**src/rtl/bsg_mul_riscv_pkg.sv**
```systemverilog
// Shared types for the RISC-V M-extension multiply control stage:
// op encoding (funct3 low bits), FSM states and operand signedness mapping.
package bsg_mul_riscv_pkg;

    typedef enum logic [1:0] {
        eMUL    = 2'd0,
        eMULH   = 2'd1,
        eMULHSU = 2'd2,
        eMULHU  = 2'd3
    } bsg_mul_op_e;

    typedef enum logic [1:0] {
        eIDLE  = 2'd0,
        eISSUE = 2'd1,
        eWAIT  = 2'd2,
        eOUT   = 2'd3
    } bsg_mul_state_e;

    typedef struct packed {
        logic a_signed;
        logic b_signed;
    } bsg_mul_sign_s;

    // MUL takes s/s: its low half does not depend on signedness anyway.
    function automatic bsg_mul_sign_s bsg_mul_op_sign(input bsg_mul_op_e op);
        bsg_mul_sign_s s;
        s.a_signed = (op != eMULHU);
        s.b_signed = (op == eMUL) || (op == eMULH);
        return s;
    endfunction

endpackage

```
**src/rtl/bsg_mul_riscv_ctrl_cache.sv**
```systemverilog
// One-entry product-reuse tag store (operands + signedness of the last product).
// Only instantiated when BSG_MUL_RISCV_CTRL_REUSE_EN is defined.
module bsg_mul_riscv_ctrl_cache
    import bsg_mul_riscv_pkg::*;
#(
    parameter int unsigned width_p = 32
) (
    input  logic               i_clk,
    input  logic               i_reset,
    input  logic               i_capture,
    input  logic [width_p-1:0] i_cap_rs1,
    input  logic [width_p-1:0] i_cap_rs2,
    input  bsg_mul_sign_s      i_cap_sign,
    input  logic [width_p-1:0] i_rs1,
    input  logic [width_p-1:0] i_rs2,
    input  bsg_mul_sign_s      i_sign,
    input  logic               i_is_mul,
    output logic               o_hit_c
);

    logic               r_valid;
    logic [width_p-1:0] r_rs1;
    logic [width_p-1:0] r_rs2;
    bsg_mul_sign_s      r_sign;

    // Entry is refreshed on every product capture; only reset invalidates it.
    always_ff @(posedge i_clk) begin
        if (i_reset) begin
            r_valid <= 1'b0;
            r_rs1   <= '0;
            r_rs2   <= '0;
            r_sign  <= '0;
        end else if (i_capture) begin
            r_valid <= 1'b1;
            r_rs1   <= i_cap_rs1;
            r_rs2   <= i_cap_rs2;
            r_sign  <= i_cap_sign;
        end
    end

    // MUL only needs the low half, which is identical for every signedness.
    assign o_hit_c = r_valid && (i_rs1 == r_rs1) && (i_rs2 == r_rs2)
                     && (i_is_mul || (i_sign == r_sign));

endmodule

```
**src/rtl/bsg_mul_riscv_ctrl.sv**
```systemverilog
// Control stage around an iterative multiplier for MUL/MULH/MULHSU/MULHU.
// Optional product reuse enabled by defining BSG_MUL_RISCV_CTRL_REUSE_EN.
module bsg_mul_riscv_ctrl
    import bsg_mul_riscv_pkg::*;
#(
    parameter int unsigned width_p     = 32,
    parameter int unsigned tag_width_p = 8
) (
    input  logic                   clk_i,
    input  logic                   reset_i,
    input  logic                   v_i,
    output logic                   ready_o,
    input  bsg_mul_op_e            op_i,
    input  logic [width_p-1:0]     rs1_i,
    input  logic [width_p-1:0]     rs2_i,
    input  logic [tag_width_p-1:0] tag_i,
    output logic                   v_o,
    output logic [width_p-1:0]     result_o,
    output logic [tag_width_p-1:0] tag_o,
    input  logic                   yumi_i,
    output logic                   mul_v_o,
    input  logic                   mul_ready_i,
    output logic [width_p-1:0]     mul_opA_o,
    output logic [width_p-1:0]     mul_opB_o,
    output logic                   mul_opA_is_signed_o,
    output logic                   mul_opB_is_signed_o,
    input  logic                   mul_v_i,
    input  logic [2*width_p-1:0]   mul_result_i,
    output logic                   mul_yumi_o
);

    bsg_mul_state_e         r_state;
    bsg_mul_state_e         w_state_next;
    logic [width_p-1:0]     r_rs1;
    logic [width_p-1:0]     r_rs2;
    bsg_mul_op_e            r_op;
    bsg_mul_sign_s          r_sign;
    logic [tag_width_p-1:0] r_tag;
    logic [2*width_p-1:0]   r_product;

    logic                   w_accept;
    logic                   w_capture;
    logic                   w_hit;
    bsg_mul_sign_s          w_sign;

    assign w_sign    = bsg_mul_op_sign(op_i);
    assign w_accept  = (r_state == eIDLE) && v_i;
    assign w_capture = (r_state == eWAIT) && mul_v_i;

`ifdef BSG_MUL_RISCV_CTRL_REUSE_EN
    logic w_hit_c;

    bsg_mul_riscv_ctrl_cache #(
        .width_p (width_p)
    ) u_cache (
        .i_clk      (clk_i),
        .i_reset    (reset_i),
        .i_capture  (w_capture),
        .i_cap_rs1  (r_rs1),
        .i_cap_rs2  (r_rs2),
        .i_cap_sign (r_sign),
        .i_rs1      (rs1_i),
        .i_rs2      (rs2_i),
        .i_sign     (w_sign),
        .i_is_mul   (op_i == eMUL),
        .o_hit_c    (w_hit_c)
    );

    assign w_hit = w_hit_c;
`else
    assign w_hit = 1'b0;
`endif

    always_ff @(posedge clk_i) begin
        if (reset_i) begin
            r_state <= eIDLE;
        end else begin
            r_state <= w_state_next;
        end
    end

    always_comb begin
        w_state_next = r_state;
        ready_o      = 1'b0;
        v_o          = 1'b0;
        mul_v_o      = 1'b0;
        mul_yumi_o   = 1'b0;
        case (r_state)
            eIDLE: begin
                ready_o = 1'b1;
                if (v_i) begin
                    w_state_next = w_hit ? eOUT : eISSUE;
                end
            end
            eISSUE: begin
                mul_v_o = 1'b1;
                if (mul_ready_i) begin
                    w_state_next = eWAIT;
                end
            end
            eWAIT: begin
                if (mul_v_i) begin
                    mul_yumi_o   = 1'b1;
                    w_state_next = eOUT;
                end
            end
            eOUT: begin
                v_o = 1'b1;
                if (yumi_i) begin
                    w_state_next = eIDLE;
                end
            end
            default: w_state_next = eIDLE;
        endcase
    end

    // Request fields latched at accept; product only written by the multiplier handshake.
    always_ff @(posedge clk_i) begin
        if (reset_i) begin
            r_rs1     <= '0;
            r_rs2     <= '0;
            r_op      <= eMUL;
            r_sign    <= '0;
            r_tag     <= '0;
            r_product <= '0;
        end else begin
            if (w_accept) begin
                r_rs1  <= rs1_i;
                r_rs2  <= rs2_i;
                r_op   <= op_i;
                r_sign <= w_sign;
                r_tag  <= tag_i;
            end
            if (w_capture) begin
                r_product <= mul_result_i;
            end
        end
    end

    assign mul_opA_o           = r_rs1;
    assign mul_opB_o           = r_rs2;
    assign mul_opA_is_signed_o = r_sign.a_signed;
    assign mul_opB_is_signed_o = r_sign.b_signed;

    assign result_o = (r_op == eMUL) ? r_product[width_p-1:0]
                                     : r_product[2*width_p-1:width_p];
    assign tag_o    = r_tag;

endmodule

```
**config.mk**
```make
export PLATFORM = sky130hd
export DESIGN_NAME = bsg_mul_riscv_ctrl
export DESIGN_NICKNAME = d
export VERILOG_FILES = /design/src/rtl/bsg_mul_riscv_pkg.sv /design/src/rtl/bsg_mul_riscv_ctrl_cache.sv /design/src/rtl/bsg_mul_riscv_ctrl.sv
export SDC_FILE = /design/constraint.sdc
export NUM_CORES = 1
export LEC_CHECK = 0
export ABC_CLOCK_PERIOD_IN_PS = 1750
export CAP_MARGIN = 20
export CORE_MARGIN = 2
export CORE_UTILIZATION = 30
export DETAILED_ROUTE_END_ITERATION = 16
export RECOVER_POWER = 100
export SYNTH_ARGS = -nofsm -noshare
export SYNTH_HDL_FRONTEND = slang
export SYNTH_HIERARCHICAL = 1
export SYNTH_SLANG_ARGS = --single-unit
```
**constraint.sdc**
```tcl
create_clock -name clk_i -period 1.75 [get_ports clk_i]
set_input_delay 0.35 -clock clk_i [delete_from_list [all_inputs] [get_ports clk_i]]
set_output_delay 0.35 -clock clk_i [all_outputs]
set_load 0.01 [all_outputs]
```
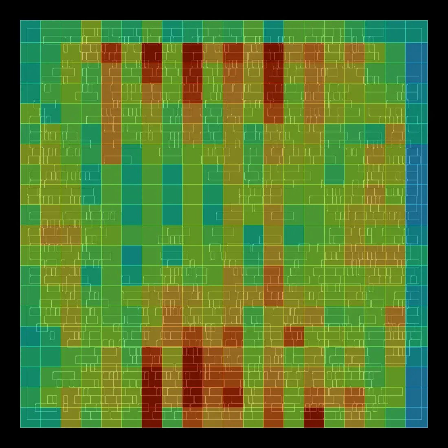
**Above:** run 1 (congestion heat map).
M2 GR Usage: 29.2%
GRT Util Overall: 17.7%
most used routing layer: met2

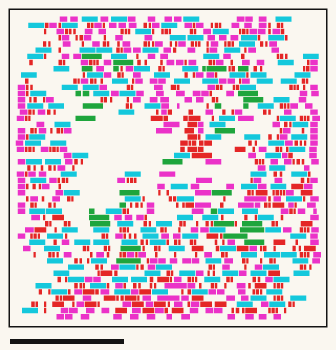
**Above:** run 1 (cell classes on the final placement).
The bar under the picture is 50 µm long.
| class | colour | cells |
|---|---|---|
| remaining logic cells | red | 473 |
| registers | cyan | 142 |
| clock drivers and dummy loads | green | 31 |
| remaining buffers and delay cells | magenta | 277 |
Core Util, Final: 51.0%
Cell Rows: 49

==> out/qor.yml, run 1 <==
layout.nets: 1060
crit_end: "result_o[19]"
finalSetupViolations: 34
comb_share_pct: 26.6
p_total_mw: 11.6
ys_async_sr_fraction_pct: 0
port_buffers: 253
cp-end-kind: "output pin"
grt_pass1_wl_um: 27000
die-area_um2: 19200
min_path_type: "in -> reg"
grt_pass1_vias: 4907
crit_path_start_kind: "flop"
dp.cells: 1115
top_area_share_pct: 52.3
max_slew.worst_pin.slew_ns: 0.746
routabilityCongestion: 0.795
n_clock_buffer: 19
drc_errors: 0
grt_max_degree: 65
worstReg2RegEnd: "r_product[1]$_SDFFE_PP0P_"
synth.logic.top_family: "simple AND/OR/NAND/NOR gates"
fp_util_pct: 30.4
switching_power_mw: 3.54
n_all_inverters: 4
setup.worst_path.start: "r_op[1]$_SDFFE_PP0P_"
clkPwrFrac_pct: 32.4
die_x_um: 139
cellInternalPower_mw: 8.07
use_met1_pct: 22.0
wirelength_um: 17400
layout_min_cycle_time_ns: 1.95
synthAoiAreaFrac_pct: 13.8
xor_share_pct: 0
arrival_ns: 1.60
cpLargestDelayFamily: "buffers and inverters"
dp_hpwl_um: 11800
edf_count: 0
drtIter0Drc: 239
clock_area_share_pct: 6.72
met1_length_um: 7550
area_leaders: "dfxtp_1 (52%), nand2_1 (19%), a21oi_1 (13%)"
root_buffer: "clkbuf_16"
max-slew-margin-rel_pct: 50.3
rsz0062_at_grt: "true"
violations: "negative setup slack"
ys_chip_area_um2: 5440
worstPathMaxFanout: 6
outcome: "finished with violations"
dr_wl_met3_um: 808
r2r-start: "r_state[0]$_SDFFE_PP0P_"
reg2reg_slack_ns: 0.04
layout-drive-gt1-share_pct: 14.2
synthFlopType: "dfxtp_1"
route.top_layer_used: "met4"
p_seq_mw: 4.00
tap_cells: 229
cts-buffers-inserted: 17
slowest_delay_ns: 0.33
ir_worst_vdd_uv: 680
whs_path_depth: 2
cts.path.max_buffers: 2
lay_top_cells: "nand2_1 (276), clkdlybuf4s50_1 (214), dfxtp_1 (140), a21oi_1 (138), buf_6 (36)"
ys.flops: 142
reg2reg_depth: 6
p_seq_share_pct: 34.5
nMultiInputCombCells: 469
dr.pass1.iters: 4
largest_reg_flops: 64
ff_count: 142
gr-usage-met3_pct: 4.42
fin_ws_ns: -0.203
clock.fmax_mhz: 512
fp_nets: 814
simple_gate_area_share_pct: 20.4
cts.htree.levels: 4
maxPowerGroup: "registers"
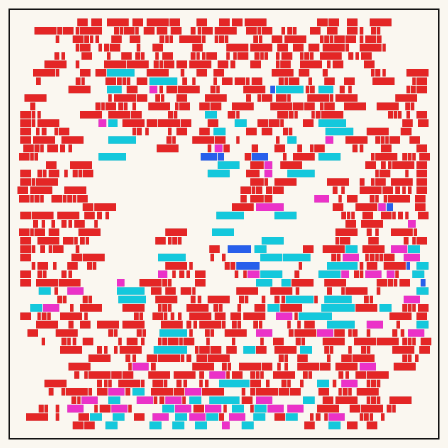
**Above:** run 1 (sizing map).
| size | colour | cells | share |
|---|---|---|---|
| x2 | blue | 9 | 0.98% |
| x6 and larger | cyan | 74 | 8.0% |
| x3 and x4 | magenta | 48 | 5.2% |
| x1 and smaller | red | 792 | 86% |
Non-clock buffers: 277
design area: 9120 µm²

**Run 1: I/O nets highlighted**

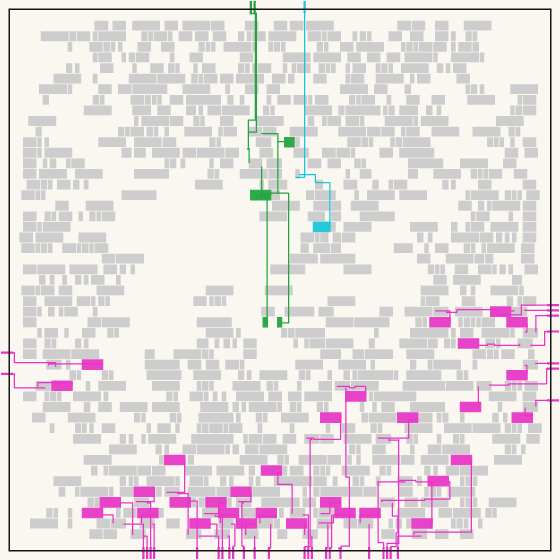

==> run 1 -> run 2 <==
--- a/config.mk
+++ b/config.mk
@@ -8,8 +8,9 @@
 export ABC_CLOCK_PERIOD_IN_PS = 1750
 export CAP_MARGIN = 20
 export CORE_MARGIN = 2
-export CORE_UTILIZATION = 30
+export CORE_UTILIZATION = 35
 export DETAILED_ROUTE_END_ITERATION = 16
+export PLACE_DENSITY = 0.7
 export RECOVER_POWER = 100
 export SYNTH_ARGS = -nofsm -noshare
 export SYNTH_HDL_FRONTEND = slang
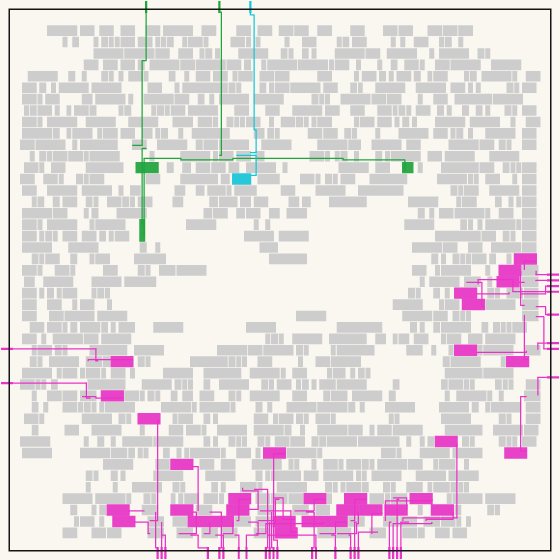
**Above:** run 2 (I/O nets highlighted).
| port | colour | bits | direction | edge | end cells | buffers | wire |
|---|---|---|---|---|---|---|---|
| `result_o` | magenta | 32 | output | 22 bottom, 8 right, 2 left | 32 | 32 | 660 µm |
| `op_i` | green | 2 | input | top | 4 | 2 | 175 µm |
| `v_o` | cyan | 1 | output | top | 1 | 1 | 47.2 µm |
Port-buffer cells: 253
I/O pin cnt: 254

==> run 2 against run 1 <==
Against the previous run: the flow still finishes with violations (negative setup slack); via count is 1.1% lower; register-to-register slack worse by 0.02 ns; sequential power hardly changed; synthesized area stayed put; setup slack worse by 0.068 ns; largest cell class unchanged.
==> out/qor.yml, run 2 <==
synthAoiAreaFrac_pct: 13.8
n_all_inverters: 4
switching_power_mw: 3.40
outcome: "finished with violations"
fp_nets: 814
reg2reg_slack_ns: 0.02
cts-buffers-inserted: 17
ys_async_sr_fraction_pct: 0
max-slew-margin-rel_pct: 51.8
die_x_um: 129
ir_worst_vdd_uv: 936
nMultiInputCombCells: 469
comb_share_pct: 26.7
top_area_share_pct: 52.3
fin_ws_ns: -0.272
clock_area_share_pct: 7.00
violations: "negative setup slack"
clkPwrFrac_pct: 33.2
dp.cells: 1073
finalSetupViolations: 32
root_buffer: "clkbuf_16"
grt_pass1_vias: 5098
cp-end-kind: "output pin"
grt_pass1_wl_um: 25700
cts.path.max_buffers: 2
grt_max_degree: 65
xor_share_pct: 0
die-area_um2: 16600
fp_util_pct: 35.8
cts.htree.levels: 4
rows: 45
r2r-start: "r_state[0]$_SDFFE_PP0P_"
final_core_util_pct: 59.6
clock.fmax_mhz: 495
min_path_type: "in -> reg"
grt_usage_pct: 19.8
rsz0062_at_grt: "true"
p_seq_share_pct: 34.7
fin_area_um2: 9060
lay_top_cells: "nand2_1 (276), clkdlybuf4s50_1 (214), dfxtp_1 (140), a21oi_1 (138), buf_6 (39)"
worstReg2RegEnd: "r_product[48]$_SDFFE_PP0P_"
tap_cells: 188
setup.worst_path.start: "r_op[1]$_SDFFE_PP0P_"
layout.nets: 1064
max_slew.worst_pin.slew_ns: 0.723
ys_chip_area_um2: 5440
p_total_mw: 11.6
ff_count: 142
crit_end: "result_o[13]"
simple_gate_area_share_pct: 20.4
reg2reg_depth: 6
cellInternalPower_mw: 8.15
crit_path_start_kind: "flop"
maxPowerGroup: "registers"
largest_reg_flops: 64
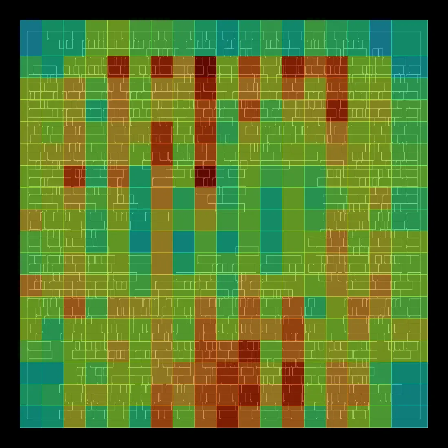
**Above:** run 2 (congestion heat map).
M2 GR Usage: 33.7%
post-DR wirelength/cell: 15.0 µm
met3 Use GR: 5.61%

Power and IR drop assume default switching activity.
